==> config.mk <==
export PLATFORM = sky130hd
export DESIGN_NAME = psum_drain
export DESIGN_NICKNAME = d
export VERILOG_FILES = /design/src/rtl/tpu_pkg.sv /design/src/rtl/psum_sat.sv /design/src/rtl/psum_drain.sv
export SDC_FILE = /design/constraint.sdc
export NUM_CORES = 1
export LEC_CHECK = 0
export CAP_MARGIN = 5
export CORE_AREA = 3 3 201 203
export DETAILED_ROUTE_END_ITERATION = 16
export DIE_AREA = 0 0 204 206
export GPL_TIMING_DRIVEN = 0
export HOLD_SLACK_MARGIN = 0.06
export PLACE_DENSITY_LB_ADDON = 0.05
export SYNTH_ARGS = -nofsm -noshare
export SYNTH_HDL_FRONTEND = slang
export SYNTH_SLANG_ARGS = --single-unit
==> constraint.sdc <==
create_clock -name C -period 2 [get_ports C]
set_input_delay 0.4 -clock C [delete_from_list [all_inputs] [get_ports C]]
set_output_delay 0.4 -clock C [all_outputs]
set_load 0.005 [all_outputs]
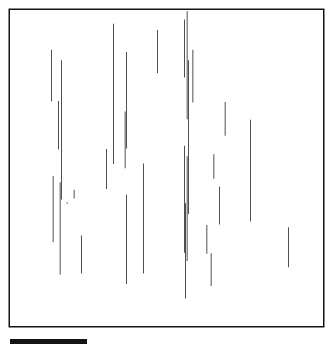
*Met4 routing*
The bar under the picture is 50 um long.
The layer carries 1300 um of wire. The wires run mostly vertical.
total vias in the final route: 10.83k
final routed wirelength across all metal layers: 48680 um

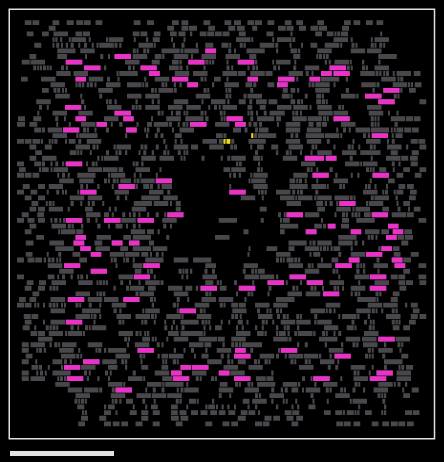
*Selected gate families*
The bar under the picture is 50 um long.
Yellow marks NOR gates, cells 3, most used nor2_1. Magenta marks multiplexers, cells 102, most used mux4_2, where widely spread.
fraction of area in multi-input gates: 0.3223
most frequent logic cell in the layout: nand2_1
filler-free cell count of the finished design: 2260

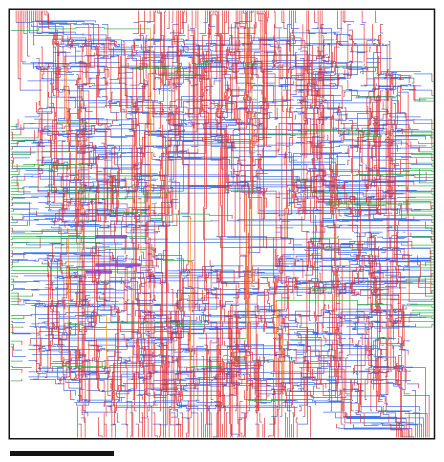
*Metal layers overlaid*
The bar under the picture is 50 um long.
Blue marks metal 1, wire length 21.7 mm. Orange marks metal 4, wire length 1300 um. Green marks metal 3, wire length 2750 um. Purple marks metal 5, wire length 45.1 um. Red marks metal 2, wire length 22.9 mm.
Total GRT Usage: 0.2262
wire length per cell after detailed routing: 21.54 um

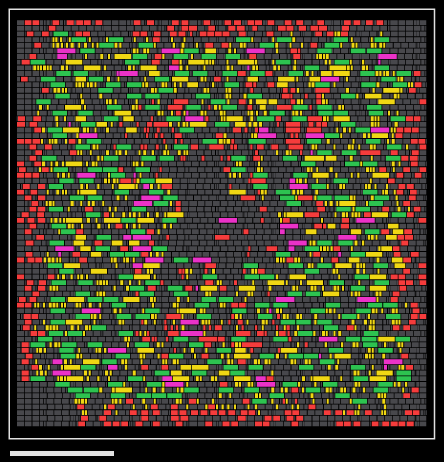
*Cell classes on the final placement*
The bar under the picture is 50 um long. Fill, decap, tap and diode cells in gray.
Green marks flops, cells 277, share of their area 33%. Magenta marks clock drivers and dummy loads, cells 62, share of their area 6.7%. Yellow marks combinational and other logic, cells 937, share of their area 33%. Red marks other buffers and delay cells, cells 465, share of their area 26%.
Finished Core Util: 0.4464
Design Area, Final: 17250 um2
area of the placeable core: 38650 um2
sequential portion of the cell area: 0.3220

==> run notes <==
Results of the run.

The run finished, with violations left. The checks that failed: setup timing. In the final report, the number of endpoints failing setup comes to 34.

The count of standard-cell rows is 72. For the worst setup path, the data arrival time is 2.34 ns. In this run the tightest slew margin relative to its limit is 0.4954. Clock tree synthesis inserted a total of 35 buffers.

The class of the worst hold path is in2reg. The tree is rooted in a clkbuf_16. The layout has 3879 filler cells. The number of synthesized register bits is 277. In the post-synthesis netlist, the biggest area contributors are dfxtp_1 (48%), nand2_1 (18%), a21oi_1 (12%). Max-slew check failures listed in the final report amount to 0. The initial antenna violation count was 4. For this design the static power due to leakage is 0.006433 uW. Entering global routing, the biggest net connects 13 pins.

The critical-path cell with the highest stage delay is mux4_2. Of the post-synthesis cell area, the dominant cell type holds 0.4787. The chip area in the Yosys report is 11580 um2. The chip footprint is 42020 um2. The setup slack after layout is -0.7416 ns. In the global route stage, met3 resource usage came out at 0.04426. In the final design database the tool counted 1994 nets. Walking the worst path, the cells encountered are buf_12 -> buf_12 -> buf_12 -> buf_6 -> mux4_2 -> mux2_4 -> buf_6.
layer usage:
layer | vias up | wire length (um)
met3 | 67 | 2746
met4 | 6 | 1295
met1 | 5190 | 21720
met5 | - | 45
li1 | 5240 | -
met2 | 328 | 22870
metrics by stage:
| step | utilization | cell area (um2) | total power [uW] |
|---|---|---|---|
| detailed placement | 0.3981 | 15390 | 8216 |
| floorplan | - | 11580 | 7019 |
| finish | 0.4464 | 17250 | 14420 |
| CTS | 0.4441 | 17160 | 14570 |
| global route | 0.4464 | 17250 | 15030 |
| global placement | 0.3981 | 15390 | 8201 |
critical path, delay by kind of cell, from the launching register on:
family | cells | cell delay [ns]
buf+inv | 5 | 0.60
flops | 1 | 0.35
mux | 2 | 0.85
final cells by class:
class,count,area [um2],share of cell area
Buffer,111,686.9,0.03982
Clock buffer,53,1023,0.05933
Clock inverter,9,90.09,0.005222
Antenna cell,1,2.502,0.0001451
Multi-Input combinational cell,937,5560,0.3223
Sequential cell,277,5554,0.3220
Timing Repair Buffer,354,3685,0.2136
Tap cell,518,648.1,0.03757
power breakdown:
part,internal (uW),switching [uW],leakage (uW)
Sequential,5860,180,0.00228
Combinational,1160,1060,0.00361
Clock,3680,2490,0.000546
Total,10700,3720,0.00643
synthesized netlist by cell type:
library cell and instances:
nand2b_1 1, ha_1 2, or3_1 1, nand3_1 4
buf_6 7, dfxtp_1 277, mux4_1 19, nor2b_1 1
nor2_1 2, mux4_2 49, clkbuf_1 53, nand2_1 546
a21oi_1 277, buf_1 10, nand4b_1 1, mux2_2 34
buf_4 3, buf_2 40
cell families after synthesis:
kind of cell | count (synthesis)
adders and majority gates | 2
and+or+nand+nor | 556
AOI/OAI and AO/OA | 277
buffers and inverters | 113
muxes | 102
DFF | 277
Power is estimated from default activity; no workload was simulated.
